`config.mk`:
```
export PLATFORM = sky130hd
export DESIGN_NAME = alu_writeback_flat
export DESIGN_NICKNAME = d
export VERILOG_FILES = /design/src/rtl/alu_writeback_if.sv /design/src/rtl/alu_writeback.sv /design/src/flat_wrapper.sv
export SDC_FILE = /design/constraint.sdc
export NUM_CORES = 1
export LEC_CHECK = 0
export CORE_MARGIN = 2
export CORE_UTILIZATION = 45
export DETAILED_ROUTE_END_ITERATION = 8
export PLACE_DENSITY = 0.78
export SLEW_MARGIN = 20
export SYNTH_ARGS = -nofsm -noshare
export SYNTH_HDL_FRONTEND = slang
export SYNTH_SLANG_ARGS = --single-unit
```
`constraint.sdc`:
```
create_clock -name Clk -period 3.13 [get_ports Clk]
set_input_delay 0.313 -clock Clk [delete_from_list [all_inputs] [get_ports Clk]]
set_output_delay 0.313 -clock Clk [all_outputs]
set_load 0.005 [all_outputs]
```
`src/rtl/alu_writeback_if.sv`:
```
// Handshake bundle between the ALU, the writeback stage and the register file.
// Carries the ALU result, the register file write port and the ALU flags.
interface alu_writeback_if #(
  parameter int DW    = 8,
  parameter int AW    = 4,
  parameter int DEPTH = 2
);
  localparam int CW = $clog2(DEPTH) + 1;

  logic          IN_VALID;
  logic          IN_READY;
  logic [DW-1:0] ALU_OUT;
  logic          ALU_SC_OUT;
  logic          ALU_ZERO;
  logic          ALU_BRANCH;
  logic [AW-1:0] IN_ADDR;
  logic          IN_WE;
  logic          IN_SET_SC;
  logic          CLR_SC;
  logic          WB_VALID;
  logic          WB_READY;
  logic [DW-1:0] WB_DATA;
  logic [AW-1:0] WB_ADDR;
  logic          WB_WE;
  logic          SC_FLAG;
  logic          ZERO_FLAG;
  logic          BR_FLAG;
  logic [CW-1:0] COUNT;

  modport master (
    output IN_VALID, ALU_OUT, ALU_SC_OUT,
    output ALU_ZERO, ALU_BRANCH, IN_ADDR,
    output IN_WE, IN_SET_SC, CLR_SC,
    output WB_READY,
    input  IN_READY, WB_VALID, WB_DATA,
    input  WB_ADDR, WB_WE, SC_FLAG,
    input  ZERO_FLAG, BR_FLAG, COUNT
  );

  modport slave (
    input  IN_VALID, ALU_OUT, ALU_SC_OUT,
    input  ALU_ZERO, ALU_BRANCH, IN_ADDR,
    input  IN_WE, IN_SET_SC, CLR_SC,
    input  WB_READY,
    output IN_READY, WB_VALID, WB_DATA,
    output WB_ADDR, WB_WE, SC_FLAG,
    output ZERO_FLAG, BR_FLAG, COUNT
  );
endinterface

```
`src/rtl/alu_writeback.sv`:
```
// ALU writeback stage: in-order result FIFO plus carry/zero/branch flags.
// Optional same-cycle bypass when empty: define ALU_WB_BYPASS_EN.
module alu_writeback #(
  parameter int DW    = 8,
  parameter int AW    = 4,
  parameter int DEPTH = 2
) (
  input logic           Clk,
  input logic           Reset,
  alu_writeback_if.slave bus
);
  localparam int PW = $clog2(DEPTH);
  localparam int CW = PW + 1;

  logic [DW-1:0] data_q [DEPTH];
  logic [AW-1:0] addr_q [DEPTH];
  logic          we_q   [DEPTH];

  logic [PW-1:0] wr_ptr;
  logic [PW-1:0] rd_ptr;
  logic [CW-1:0] count;
  logic          sc_q;
  logic          zero_q;
  logic          br_q;

  logic not_empty;
  logic in_ready;
  logic push;
  logic bypass;
  logic enq;
  logic deq;

  assign not_empty = (count != '0);
  assign in_ready  = (count < CW'(DEPTH));
  assign push      = bus.IN_VALID & in_ready;

`ifdef ALU_WB_BYPASS_EN
  assign bypass = ~not_empty & bus.IN_VALID & bus.WB_READY;
`else
  assign bypass = 1'b0;
`endif

  // A bypassed result is consumed directly and never occupies a slot.
  assign enq = push & ~bypass;
  assign deq = not_empty & bus.WB_READY;

  always_ff @(posedge Clk) begin
    if (Reset) begin
      wr_ptr <= '0;
      rd_ptr <= '0;
      count  <= '0;
      sc_q   <= 1'b0;
      zero_q <= 1'b0;
      br_q   <= 1'b0;
    end else begin
      if (enq)
        wr_ptr <= wr_ptr + PW'(1);
      if (deq)
        rd_ptr <= rd_ptr + PW'(1);
      case ({enq, deq})
        2'b10:   count <= count + CW'(1);
        2'b01:   count <= count - CW'(1);
        default: count <= count;
      endcase
      if (push) begin
        zero_q <= bus.ALU_ZERO;
        br_q   <= bus.ALU_BRANCH;
      end
      if (bus.CLR_SC)
        sc_q <= 1'b0;
      else if (push && bus.IN_SET_SC)
        sc_q <= bus.ALU_SC_OUT;
    end
  end

  always_ff @(posedge Clk) begin
    if (enq && !Reset) begin
      data_q[wr_ptr] <= bus.ALU_OUT;
      addr_q[wr_ptr] <= bus.IN_ADDR;
      we_q[wr_ptr]   <= bus.IN_WE;
    end
  end

  always_comb begin
    bus.WB_DATA = '0;
    bus.WB_ADDR = '0;
    bus.WB_WE   = 1'b0;
    if (not_empty) begin
      bus.WB_DATA = data_q[rd_ptr];
      bus.WB_ADDR = addr_q[rd_ptr];
      bus.WB_WE   = we_q[rd_ptr];
    end else if (bypass) begin
      bus.WB_DATA = bus.ALU_OUT;
      bus.WB_ADDR = bus.IN_ADDR;
      bus.WB_WE   = bus.IN_WE;
    end
  end

  assign bus.WB_VALID  = not_empty | bypass;
  assign bus.IN_READY  = in_ready;
  assign bus.COUNT     = count;
  assign bus.SC_FLAG   = sc_q;
  assign bus.ZERO_FLAG = zero_q;
  assign bus.BR_FLAG   = br_q;
endmodule

```
`src/flat_wrapper.sv`:
```
// flat-port wrapper written by rule: the top's interface ports become plain ports
module alu_writeback_flat 
#(
  parameter int DW    = 8,
  parameter int AW    = 4,
  parameter int DEPTH = 2
)
  (Clk, Reset, bus_IN_VALID, bus_ALU_OUT, bus_ALU_SC_OUT, bus_ALU_ZERO, bus_ALU_BRANCH, bus_IN_ADDR, bus_IN_WE, bus_IN_SET_SC, bus_CLR_SC, bus_WB_READY, bus_IN_READY, bus_WB_VALID, bus_WB_DATA, bus_WB_ADDR, bus_WB_WE, bus_SC_FLAG, bus_ZERO_FLAG, bus_BR_FLAG, bus_COUNT);
  alu_writeback_if #(.DW(DW), .AW(AW), .DEPTH(DEPTH)) bus_i ();
  input logic Clk;
  input logic Reset;
  input wire logic [$bits(bus_i.IN_VALID)-1:0] bus_IN_VALID;
  input wire logic [$bits(bus_i.ALU_OUT)-1:0] bus_ALU_OUT;
  input wire logic [$bits(bus_i.ALU_SC_OUT)-1:0] bus_ALU_SC_OUT;
  input wire logic [$bits(bus_i.ALU_ZERO)-1:0] bus_ALU_ZERO;
  input wire logic [$bits(bus_i.ALU_BRANCH)-1:0] bus_ALU_BRANCH;
  input wire logic [$bits(bus_i.IN_ADDR)-1:0] bus_IN_ADDR;
  input wire logic [$bits(bus_i.IN_WE)-1:0] bus_IN_WE;
  input wire logic [$bits(bus_i.IN_SET_SC)-1:0] bus_IN_SET_SC;
  input wire logic [$bits(bus_i.CLR_SC)-1:0] bus_CLR_SC;
  input wire logic [$bits(bus_i.WB_READY)-1:0] bus_WB_READY;
  output wire logic [$bits(bus_i.IN_READY)-1:0] bus_IN_READY;
  output wire logic [$bits(bus_i.WB_VALID)-1:0] bus_WB_VALID;
  output wire logic [$bits(bus_i.WB_DATA)-1:0] bus_WB_DATA;
  output wire logic [$bits(bus_i.WB_ADDR)-1:0] bus_WB_ADDR;
  output wire logic [$bits(bus_i.WB_WE)-1:0] bus_WB_WE;
  output wire logic [$bits(bus_i.SC_FLAG)-1:0] bus_SC_FLAG;
  output wire logic [$bits(bus_i.ZERO_FLAG)-1:0] bus_ZERO_FLAG;
  output wire logic [$bits(bus_i.BR_FLAG)-1:0] bus_BR_FLAG;
  output wire logic [$bits(bus_i.COUNT)-1:0] bus_COUNT;
  assign bus_i.IN_VALID = bus_IN_VALID;
  assign bus_i.ALU_OUT = bus_ALU_OUT;
  assign bus_i.ALU_SC_OUT = bus_ALU_SC_OUT;
  assign bus_i.ALU_ZERO = bus_ALU_ZERO;
  assign bus_i.ALU_BRANCH = bus_ALU_BRANCH;
  assign bus_i.IN_ADDR = bus_IN_ADDR;
  assign bus_i.IN_WE = bus_IN_WE;
  assign bus_i.IN_SET_SC = bus_IN_SET_SC;
  assign bus_i.CLR_SC = bus_CLR_SC;
  assign bus_i.WB_READY = bus_WB_READY;
  assign bus_IN_READY = bus_i.IN_READY;
  assign bus_WB_VALID = bus_i.WB_VALID;
  assign bus_WB_DATA = bus_i.WB_DATA;
  assign bus_WB_ADDR = bus_i.WB_ADDR;
  assign bus_WB_WE = bus_i.WB_WE;
  assign bus_SC_FLAG = bus_i.SC_FLAG;
  assign bus_ZERO_FLAG = bus_i.ZERO_FLAG;
  assign bus_BR_FLAG = bus_i.BR_FLAG;
  assign bus_COUNT = bus_i.COUNT;
  alu_writeback #(.DW(DW), .AW(AW), .DEPTH(DEPTH)) u_core (.Clk(Clk), .Reset(Reset), .bus(bus_i));
endmodule
```
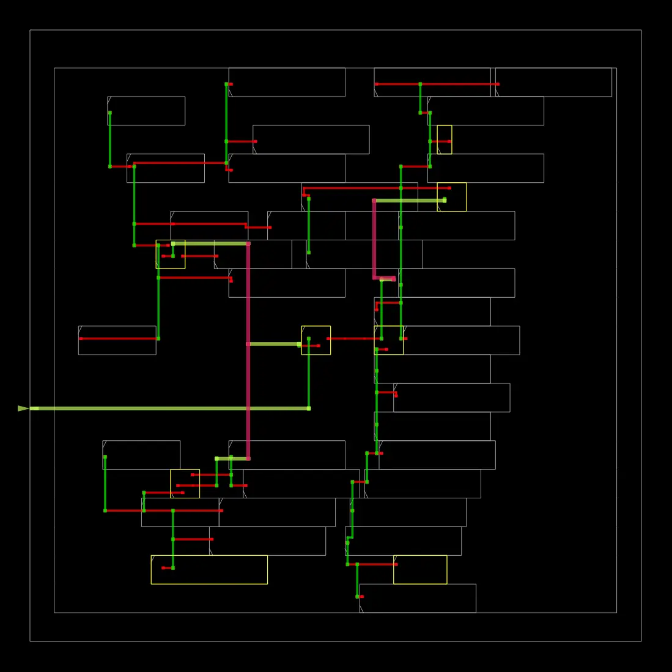
**Above:** run 1 (clock wiring as the flow saved it).
total of clock buffers placed in the layout: 7
Late-Pin Clk Latency: 0.33 ns

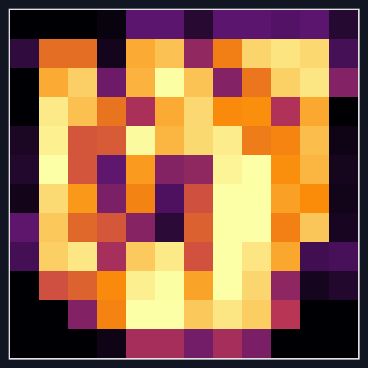
**Above:** run 1 (cell area per tile).
Drawn at 6 px/µm. The die is cut into 12 by 12 equal tiles; black is low, pale yellow is high, 0 to 100% covered.
mean over tiles: 54%
fullest tile: 100%
nearly empty tiles: 12%
densest ninth of the die: bottom center
Core Box Area: 0.00276 mm²
initial standard-cell utilization of the core: 47.6%

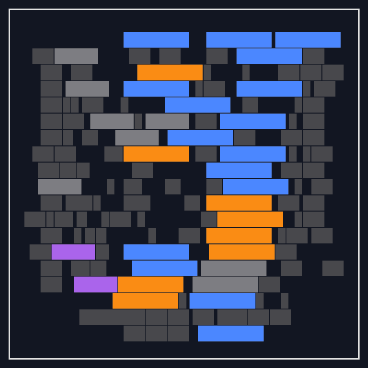
**Above:** run 1 (sequential cells grouped by signal name).
Drawn at 6 px/µm. Other sequential cells in the stronger gray, the rest of the logic in the fainter gray.
legend:
  u_core.bus.COUNT:
    color: purple
    placed_flops: 2
  u_core.addr_q:
    color: orange
    placed_flops: 8
  u_core.data_q:
    color: blue
    placed_flops: 16
not colored: 8
share of the final layout cell area in sequential cells: 50.8%
storage element area: 941 µm²

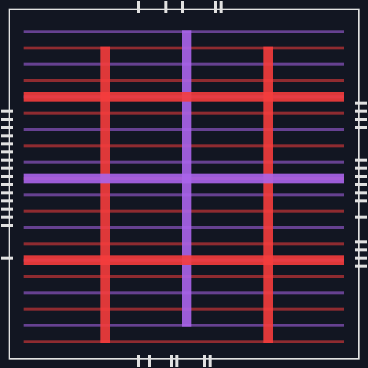
**Above:** run 1 (power grid).
Drawn at 6 px/µm. Pins as bars on the die edge.
legend:
  VSS:
    color: red
  VDD:
    color: purple
signal pins: 42
met5 straps: 3
rows: 19
met4 straps: 3
peak ir drop on the vdd network: 542 µV
die outline height: 58.0 µm

run 1: state kept, by name, summed over array words and instances, names as in the netlist, named ones only:
| signal | count |
|---|---|
| u_core.bus.ZERO_FLAG | 1 |
| u_core.wr_ptr | 1 |
| u_core.we_q | 2 |
| u_core.addr_q | 8 |
| u_core.bus.SC_FLAG | 1 |
| u_core.bus.COUNT | 2 |
| u_core.rd_ptr | 1 |
| u_core.data_q | 16 |
| u_core.bus.BR_FLAG | 1 |
run 1: worst max path at each step:
stage,slack (ns),endpoint,cells after the start
2_1_floorplan,0.92,u_core.addr_q[1][0],3
3_3_place_gp,0.81,u_core.data_q[1][2],5
3_5_place_dp,0.76,u_core.data_q[1][2],5
4_1_cts,0.74,bus_WB_ADDR[0],3
5_1_grt,0.57,bus_WB_DATA[4],3
6_report,0.81,bus_WB_ADDR[0],3
run 1: final cells by class:
cell class                 instances  area (µm²)
sequential                        34         941
fill                             230         907
timing repair buffer              43         425
multi-input combinational         50         345
clock buffer                       7        55.1
tap                               31        38.8
clock inverter                     1        30.0
inverter                           4        15.0
run 1: power breakdown:
group / switching, mW / internal (mW)
Clock: 0.132 / 0.191
Sequential: 0.0655 / 0.554
Combinational: 0.204 / 0.318
run 1: synthesized netlist by cell type, drive strengths merged:
library cell and number:
a21oi 1, buf 3, clkbuf 1, dfxtp 8, edfxtp 26, ha 1, inv 4, mux2i 16
nand3b 1, nor2 20, nor2b 1, nor3 2, nor3b 1, o21ai 2, or3 1, xnor2 2
xor2 2
run 1: cell families (layout without fill, tap and decap cells):
kind of cell	Yosys count	after routing	share of synthesized area, %
adders and majority gates	1	1	0.953
and+or+nand+nor	26	26	8.58
AOI/OAI and AO/OA	3	3	1.14
buffers and inverters	8	55	2.76
xor gates and xnor gates	4	4	2.67
muxes	16	16	12.2
DFF	34	34	71.7
==> ci_impl_report.md, run 1 <==
### Yosys + OpenROAD results

| Metric | Value |
|---|---|
| Crit path max fanout | 14 |
| DRC violations left | 0 |
| Proportion of layout cells with a drive suffix above 1 | 7.91% |
| Share of Yosys cell area claimed by the top area cell type | 59.5% |
| Final hold violation count | 0 |
| Main area contributors after synthesis | edfxtp_1 59%, dfxtp_1 12%, mux2i_1 12%, nor2_1 5.7%, xnor2_1 1.3% |
| Cell Pwr Density | 791 mW/mm² |
| Dominant cell type by count on the critical path | nor2_1 |
| Number of rows created at floorplan | 19 |
| Start point of the worst hold path | u_core.bus.ZERO_FLAG |
| Outcome | finished, final reports clean |
| Endpoints failing setup | 0 |
| Longest Clk Path Bufs | 2 |
| Class of the most critical hold timing path | reg2reg |
| Total negative slack for setup checks | 0 ns |
| Required time at the endpoint of the critical path | 2.82 ns |
| Sum of routed wire length over all layers | 2300 µm |
| Antenna-violating nets left | 0 |
| Die width | 58.0 µm |
| Worst hold stages | 2 |
| Non-filler instance count after layout | between 150 and 200 |
| Tot Pwr | between 1 and 1.5 mW |
| Clk_skew | between 0.01 and 0.015 ns |
| Category of the worst setup path launch point | register |
| Number of register bits inferred by synthesis | 34 |
| Yosys cell count | 92 |
| Post-synth area from yosys stat | roughly 0.0013 mm² |
| Setup crit start | u_core.bus.COUNT[1] |
| Post-synthesis cell area | approximately 0.0013 mm² |
| Minimum hold slack | between 0.5 and 0.6 ns |
| Met1 Use GR | between 15 and 20% |
| Worst Reg2Reg Path Length in Cells | 4 |
| Post-CTS setup repair buffer count | 0 |
| Slew at the pin with the worst max-slew slack | 0.883 ns |
| Headroom to the max-slew limit | 40.9% |
| Number of antenna violations at the first check in global routing | 0 |
| Number of instances in the placed design | approximately 160 |
| RSZ-0062 raised after global routing | no |
| DRC violation total after the first TritonRoute iteration | 15 |
| Via density per instance | 4.95 |
| Register-to-Register Setup Slack | 1.22 ns |
| Num CTS Buffers | 5 |
| Total global routing track utilization | 15.4% |
| Clock net sink count | 34 |
| Worst-case setup margin in the final layout | 0.812 ns |
| Slowest cell on the critical path | nor2_1 |
| Post-place instance area | between 0.0015 and 0.002 mm² |
| Total gr overflow | 0 |
| Maximum number of pins on one net before global-route repair | 15 |
| Antenna Diode Count | 0 |
| Hold Path End | u_core.bus.ZERO_FLAG |
| Routability congestion estimate from global placement | 0.689 |
| Cell family with most CP delay | simple AND/OR/NAND/NOR gates |
| Worst setup path class | reg2out |
| OpenROAD warnings | 26 |
| I/O pin count | 42 |
| HPWL after detailed placement | between 1500 and 2000 µm |
| Post-synthesis area per instance | 14.3 µm² |
| Post-cts gate resize count | 0 |
| Max H-tree Level | 2 |
| Final cell utilization of the core | approximately 67% |
| Top logic cell by instance count in the layout | clkdlybuf4s50_1 |
| Synth-to-layout area growth | 41.0% |
| Reg2Reg Capture Point | u_core.addr_q[1][0] |
| MaxCap Viol Count | 0 |
| Critical Path, Cell by Cell | nor2_1 > nor2_1 > clkdlybuf4s50_1 |
| Crit. End Element | output port |
| Leading cell types in the layout, fill and taps excluded | 41 x clkdlybuf4s50_1, 26 x edfxtp_1, 20 x nor2_1 |
| Met2 routing resource usage after global routing | 26.0% |
| CTS tree | done |
==> run 1 -> run 2 <==
--- a/config.mk
+++ b/config.mk
@@ -6,9 +6,9 @@
 export NUM_CORES = 1
 export LEC_CHECK = 0
 export CORE_MARGIN = 2
-export CORE_UTILIZATION = 45
+export CORE_UTILIZATION = 40
 export DETAILED_ROUTE_END_ITERATION = 8
-export PLACE_DENSITY = 0.78
+export PLACE_DENSITY = 0.74
 export SLEW_MARGIN = 20
 export SYNTH_ARGS = -nofsm -noshare
 export SYNTH_HDL_FRONTEND = slang
==> constraint.sdc (replaced) <==
create_clock -name Clk -period 2 [get_ports Clk]
set_input_delay 0.2 -clock Clk [delete_from_list [all_inputs] [get_ports Clk]]
set_output_delay 0.2 -clock Clk [all_outputs]
set_load 0.005 [all_outputs]
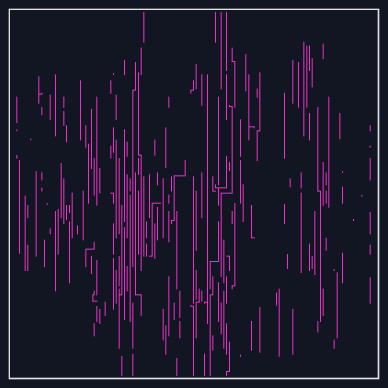
**Above:** run 2 (the metal 2 layer).
Drawn at 6 px/µm.
longest straight run: 41.5 µm
main direction: vertical
nets with wire on the layer: 141

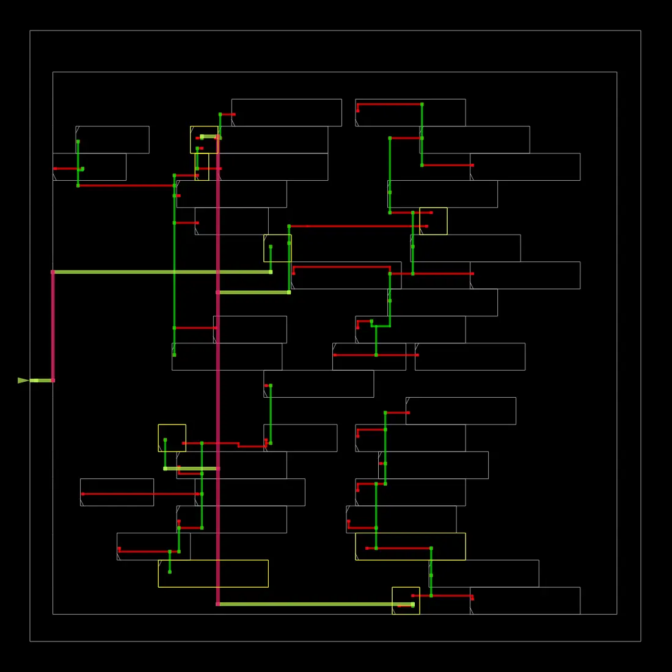
**Above:** run 2 (clock wiring as the flow saved it).
Clock Power: 0.612 mW
count of sequential standard cells: 34
Late-Pin Clk Latency: 0.35 ns
clk_skew: 0.00835 ns
total of clock buffers placed in the layout: 5

==> ci_impl_report.md, run 2 <==
### Yosys + OpenROAD results

| Metric | Value |
|---|---|
| Class of the most critical hold timing path | in2reg |
| Crit. End Element | output port |
| Sum of routed wire length over all layers | 2550 µm (+11%) |
| Number of nets in the layout | 165 |
| Top logic cell by instance count in the layout | clkdlybuf4s50_1 |
| Switching power summed over all nets | 0.682 mW (+70%) |
| Count of TritonRoute iterations in the first routing pass | 4 |
| Peak ir drop on the vdd network | 596 µV (+10%) |
| Endpoints failing setup | 0 (unchanged) |
| Number of antenna violations at the first check in global routing | 0 (unchanged) |
| OpenROAD warnings | 26 (unchanged) |
| Combinational share of power | 37.5% (+1.8 points) |
| Cell Pwr Density | 1280 mW/mm² (+62%) |
| Antenna Diode Count | 0 (unchanged) |
| Clock transition at the register clock pins on the worst setup and hold paths after CTS | 0.11 ns |
| Total negative slack for setup checks | 0 ns (unchanged) |
| Longest Clk Path Bufs | 2 (unchanged) |
| Power group with the largest share | registers |
| Total leakage power | 0.691 nW |
| Via density per instance | 4.63 (-6.6%) |
| Seq/Total Area, Yosys | between 70 and 80% |
| Crit path max fanout | 13 (-1) |
| Initial standard-cell utilization of the core | 42.6% (-5.0 points) |
| MaxCap Viol Count | 0 (unchanged) |
| DRC violation total after the first TritonRoute iteration | 25 (+10) |
| Max-slew violation count | 0 |
| Routability congestion estimate from global placement | 0.671 (-2.6%) |
| Yosys cell count | 92 (unchanged) |
| Hold buffer count at CTS | 0 |
| Core Box Area | 0.00308 mm² (+12%) |
| Proportion of synthesized flip-flops having asynchronous set or reset | 0% (unchanged) |
| Required time at the endpoint of the critical path | 1.80 ns (-1.02 ns) |
| Main area contributors after synthesis | edfxtp_1 59%, dfxtp_1 12%, mux2i_1 12%, nor2_1 5.7%, xnor2_1 1.3% |
| Antenna-violating nets left | 0 (unchanged) |
| Area enclosed by the die boundary | 0.00376 mm² |
| Maximum number of pins on one net before global-route repair | 15 (unchanged) |
| Distinct lib cells | 18 |
| Number of global-route vias before repair | 894 |
| Final hold violation count | 0 (unchanged) |
| HPWL after detailed placement | 1850 µm (+8.2%) |
| Number of flip-flops under the largest register name | 16 (unchanged) |
| Drt wl/cell | roughly 14 µm |
| DRC violations left | 0 (unchanged) |
| Part of the total power dissipated in sequential elements | 37.6% (-4.7 points) |
| Fraction of power spent switching nets | 27.7% (+0.23 points) |
| Largest area contributor in the netlist | edfxtp_1 |
| Outcome | finished, final reports clean |
| Die outline height | 61.3 µm (+5.6%) |
| Most common library cells after synthesis | 26 x edfxtp_1, 20 x nor2_1, 16 x mux2i_1, 8 x dfxtp_1, 4 x inv_1 |
| Total global routing track utilization | 16.2% (+0.78 points) |
| Root Buffer Master | clkbuf_4 |
| Worst setup path class | reg2out |
| Number of rows created at floorplan | 20 (+1) |
| Synthesized Nets | 115 |
| Headroom to the max-slew limit | 78.4% (+38 points) |
| Flip-flops with a built-in enable | 26 (unchanged) |
| Num CTS Buffers | 5 (unchanged) |
| Combinational cell power | 0.925 mW (+77%) |
| Share of Yosys cell area claimed by the top area cell type | 59.5% (unchanged) |
| Post-layout min period | 1.89 ns |
| Minimum hold slack | 0.406 ns (-0.108 ns) |
| Register bank with the most flops | u_core.data_q |
| Share of the cycle needed by the critical path after routing | a little over nine tenths |
| CTS tree | done |
| Die width | 61.3 µm (+5.6%) |
| Number of vias after detailed routing | 865 |
| Synth-to-layout area growth | 46.3% |
| Non-filler instance count after layout | 187 (+10%) |
| Mapped Cells | 92 |
| Power share of the clock group | 24.8% (+2.7 points) |
| Most popular library cell in the synthesized design by count | edfxtp_1 |
| I/O pin count | 42 (unchanged) |
| FILL cells | 262 (+14%) |
| Synth warn | 0 |
| Post-synthesis cell area | 0.00131 mm² (unchanged) |
| Post-synthesis area per instance | 14.3 µm² (unchanged) |
| Post-synth area from yosys stat | 0.00131 mm² (unchanged) |
| Category of the worst setup path launch point | register |
| Achievable Freq | 530 MHz |
| Max H-tree Level | 2 (unchanged) |
| Clock net sink count | 34 (unchanged) |
| Number of register bits inferred by synthesis | 34 (unchanged) |
| Data arrival, critical path | 1.69 ns |
| Slew at the pin with the worst max-slew slack | 0.323 ns (-0.560 ns) |
| Number of buffers inserted by port buffering | between 40 and 50 |
| Post-route design area | 0.00192 mm² |
| Registers with the most flip-flops | u_core.data_q x16, u_core.addr_q x8 |
| Number of instances in the placed design | 179 (+10%) |
| Total gr overflow | 0 (unchanged) |
| Global-route wire length before repair | roughly 4000 µm |
| Leading cell types in the layout, fill and taps excluded | 41 x clkdlybuf4s50_1, 26 x edfxtp_1, 19 x nor2_1 |
| RSZ-0062 raised after global routing | no |
| Post-place instance area | 0.00181 mm² (+2.6%) |
| Proportion of layout cells with a drive suffix above 1 | 11.2% (+3.3 points) |
| Prevailing post-synth register cell | edfxtp_1 |
| Internal power | 1.78 mW (+68%) |
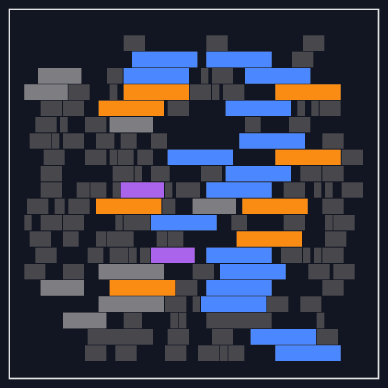
**Above:** run 2 (sequential cells grouped by signal name).
Drawn at 6 px/µm. Other sequential cells in the stronger gray, the rest of the logic in the fainter gray.
legend:
  u_core.bus.COUNT:
    color: purple
    placed_flops: 2
  u_core.data_q:
    color: blue
    placed_flops: 16
  u_core.addr_q:
    color: orange
    placed_flops: 8
not colored: 8
final cell utilization of the core: 62.4%
share of the final layout cell area in sequential cells: 49.0%
power dissipated in sequential cells: 0.928 mW

==> run 2: cell counts after synthesis <==
No cell type changed its count.
==> run 2: path summary, 6_finish.rpt <==
path	from	endpoint	slack, ns	depth (start not counted)
worst max-delay path	register	bus_WB_DATA[6]	0.11	4
worst min-delay path	bus_CLR_SC	u_core.bus.SC_FLAG	0.41	2
worst max register to register	u_core.bus.COUNT[1]	u_core.bus.COUNT[1]	0.23	6
worst min register to register	u_core.bus.BR_FLAG	u_core.bus.BR_FLAG	0.51	2
==> run 2: cell type report <==
type                    instances  area (µm²)  area share, %
flip-flops and latches         34         941           49.0
repair buffers                 47         455           23.7
multi-input cells              50         353           18.4
clock inverters                 3        63.8           3.32
well taps                      44        55.1           2.87
clock buffers                   5        37.5           1.95
inverters                       4        15.0          0.782
==> run 2: cell families after synthesis <==
family | synth area share, %
muxes | 12.2
adders and majority gates | 0.953
and+or+nand+nor | 8.58
DFF | 71.7
xor gates and xnor gates | 2.67
AOI/OAI and AO/OA | 1.14
buffers and inverters | 2.76
==> run 2: through the flow <==
stage,utilization (%),power [mW],setup WS [ns]
5_1_grt,62.4,2.60,0.0186
2_1_floorplan,-,1.36,0.223
6_report,62.4,2.47,0.113
3_5_place_dp,58.9,1.87,0.0905
4_1_cts,62.4,2.50,0.0632
3_3_place_gp,58.9,1.82,0.156
==> run 2: repair_timing <==
item	in CTS	in global routing
setup endpoints to repair	14	0
buffers inserted	0	0
gates resized	2	0
==> run 2: critical path, cell delays in order (launching register included) <==
cell,delay (ns)
dfxtp_1,0.32
buf_4,0.25
mux2i_1,0.25
nor2_1,0.06
clkdlybuf4s50_1,0.46
==> run 2: per-layer routing <==
metal	share of wire, %	GRT usage [%]
met3	8.5	7.77
met5	0	0
met1	38	15.1
met2	51	28.9
met4	2.2	8.39
==> run 2 -> run 3 <==
--- a/config.mk
+++ b/config.mk
@@ -8,6 +8,7 @@
 export CORE_MARGIN = 2
 export CORE_UTILIZATION = 40
 export DETAILED_ROUTE_END_ITERATION = 8
+export GPL_TIMING_DRIVEN = 0
 export PLACE_DENSITY = 0.74
 export SLEW_MARGIN = 20
 export SYNTH_ARGS = -nofsm -noshare
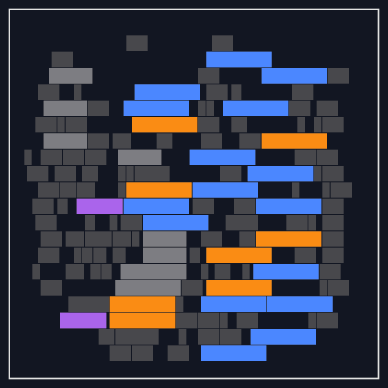
**Above:** run 3 (sequential cells grouped by signal name).
Drawn at 6 px/µm. Other sequential cells in the stronger gray, the rest of the logic in the fainter gray.
final cell utilization of the core: 61.1%
power dissipated in sequential cells: 0.940 mW
share of the final layout cell area in sequential cells: 50.2%
storage element area: 943 µm²

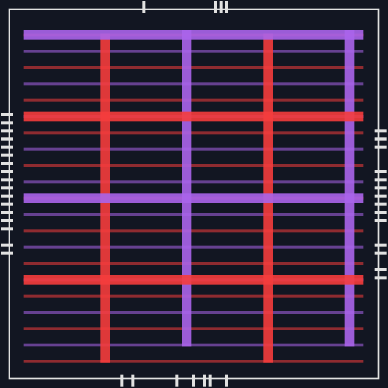
**Above:** run 3 (power grid).
Drawn at 6 px/µm. Pins as bars on the die edge.
legend:
  VDD:
    color: purple
  VSS:
    color: red
met5 straps: 4
rows: 20
met4 straps: 4

==> ci_impl_report.md, run 3 <==
### Yosys + OpenROAD results

| Metric | Value |
|---|---|
| Endpoints failing setup | 0 (unchanged) |
| Number of flip-flops under the largest register name | 16 (unchanged) |
| HPWL after detailed placement | 1760 µm (-4.9%) |
| Non-filler instance count after layout | 185 (-1.1%) |
| Combinational cell power | 0.924 mW (about the same) |
| Worst setup timing slack at the placement stage | -0.485 ns (-0.576 ns) |
| Power share of the clock group | 15.4% (-9.4 points) |
| Crit path max fanout | 10 (-3) |
| Clock Power | 0.340 mW (-44%) |
| Tot Pwr | 2.20 mW (-11%) |
| Post-synthesis cell area | 0.00131 mm² (unchanged) |
| Number of antenna violations at the first check in global routing | 0 (unchanged) |
| Distinct lib cells | 18 (unchanged) |
| Post-synth area from yosys stat | 0.00131 mm² (unchanged) |
| Cell Pwr Density | 1170 mW/mm² (-8.6%) |
| Synthesized Nets | 115 (unchanged) |
| DRC violation total after the first TritonRoute iteration | 18 (-28%) |
| Number of instances in the placed design | 176 (-1.7%) |
| Category of the worst setup path launch point | register |
| Top logic cell by instance count in the layout | clkdlybuf4s50_1 |
| Outcome | finished, final reports clean |
| Total gr overflow | 0 (unchanged) |
| Crit. End Element | output port |
| Max H-tree Level | 2 (unchanged) |
| Prevailing post-synth register cell | edfxtp_1 |
| Total leakage power | 0.667 nW (-3.5%) |
| Number of nets in the layout | 163 (-1.2%) |
| Area enclosed by the die boundary | 0.00376 mm² (unchanged) |
| Post-route design area | 0.00188 mm² (-2.1%) |
| Number of rows created at floorplan | 20 (unchanged) |
| Headroom to the max-slew limit | 58.4% (-20 points) |
| Initial standard-cell utilization of the core | 42.6% (unchanged) |
| Largest area contributor in the netlist | edfxtp_1 |
| Routability congestion estimate from global placement | 0.721 (+7.4%) |
| Achievable Freq | 531 MHz (+0.12%) |
| Number of register bits inferred by synthesis | 34 (unchanged) |
| Maximum number of pins on one net before global-route repair | 14 (-1) |
| Seq/Total Area, Yosys | 71.7% (unchanged) |
| CTS tree | done |
| Proportion of synthesized flip-flops having asynchronous set or reset | 0% (unchanged) |
| Core Box Area | 0.00308 mm² (unchanged) |
| Part of the total power dissipated in sequential elements | 42.6% (+5.0 points) |
| Longest Clk Path Bufs | 2 (unchanged) |
| Proportion of layout cells with a drive suffix above 1 | 12.1% (+0.87 points) |
| Leading cell types in the layout, fill and taps excluded | 40 x clkdlybuf4s50_1, 26 x edfxtp_1, 19 x nor2_1 |
| Share of the cycle needed by the critical path after routing | 94.2% (-0.12 points) |
| Register bank with the most flops | u_core.data_q |
| Registers with the most flip-flops | u_core.data_q x16, u_core.addr_q x8 |
| Antenna Diode Count | 0 (unchanged) |
| Post-Route M1 WL | 901 µm (-6.6%) |
| Worst setup path class | reg2out |
| Most common library cells after synthesis | 26 x edfxtp_1, 20 x nor2_1, 16 x mux2i_1, 8 x dfxtp_1, 4 x inv_1 |
| Total negative slack for setup checks | 0 ns (unchanged) |
| Critical Path, Cell by Cell | buf_2 > buf_8 > mux2i_1 > nor2_1 > clkdlybuf4s50_1 |
| Combinational share of power | 41.9% (+4.4 points) |
| Cell family with most CP delay | buffers and inverters |
| Worst hold stages | 2 (unchanged) |
| Die width | 61.3 µm (unchanged) |
| Max-slew violation count | 0 (unchanged) |
| Number of buffers inserted by port buffering | 40 (-2.4%) |
| Clk_skew | 0.0102 ns (+0.00183 ns) |
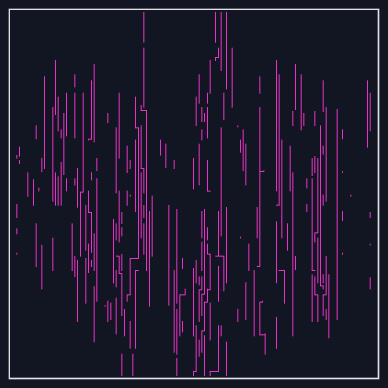
**Above:** run 3 (the metal 2 layer).
Drawn at 6 px/µm.
main direction: vertical
longest straight run: 35.0 µm
nets with wire on the layer: 144
number of vias after detailed routing: 857
met2 routing resource usage after global routing: 24.9%
sum of routed wire length over all layers: 2470 µm

[run 3: cell count changes in the layout (fill, tap and decap cells not counted), moves of 2 or more]
cell / delta
clkinv_2: +2
buf_4: -6
dfxtp_1: -2
dfxtp_2: +2
bufinv_16: -2
clkbuf_1: +2
[run 3: final cells by class]
class / count / share of cell area [%]
sequential: 34 / 50.2
timing repair buffer: 41 / 22.4
multi-input combinational: 50 / 19.3
tap: 44 / 2.93
clock buffer: 6 / 2.20
buffer: 4 / 1.66
inverter: 4 / 0.799
clock inverter: 2 / 0.533
[run 3: logic make-up (layout without fill, tap and decap cells)]
| kind of cell | Yosys count | after routing | share of synthesized area, % |
|---|---|---|---|
| DFF | 34 | 34 | 71.7 |
| and+or+nand+nor | 26 | 26 | 8.58 |
| muxes | 16 | 16 | 12.2 |
| buffers and inverters | 8 | 57 | 2.76 |
| xor gates and xnor gates | 4 | 4 | 2.67 |
| AOI/OAI and AO/OA | 3 | 3 | 1.14 |
| adders and majority gates | 1 | 1 | 0.953 |
[run 3: how the worst max path moves through the flow]
stage | from | endpoint | slack (ns) | depth (start not counted)
after detailed placement | bus_IN_VALID | u_core.data_q[1][4] | -0.49 | 4
after floorplan | u_core.bus.COUNT[1] | u_core.addr_q[1][0] | 0.22 | 3
after CTS | u_core.bus.COUNT[1] | u_core.addr_q[1][3] | 0.01 | 3
final | register | bus_WB_DATA[2] | 0.12 | 5
after global placement | bus_IN_VALID | u_core.data_q[1][0] | -0.43 | 4
after global routing | u_core.bus.COUNT[1] | bus_WB_DATA[4] | 0.008 | 4
[run 3: repair_timing]
| action | CTS | global route |
|---|---|---|
| buffers inserted | 0 | 1 |
| resized | 3 | 6 |
| endpoints found under the hold margin | 0 | 0 |
| hold buffers | 0 | 0 |
| setup endpoints to repair | 36 | 38 |
| pin swaps | 0 | 1 |
Power figures rest on the tool's default switching activity, not on a simulated workload.
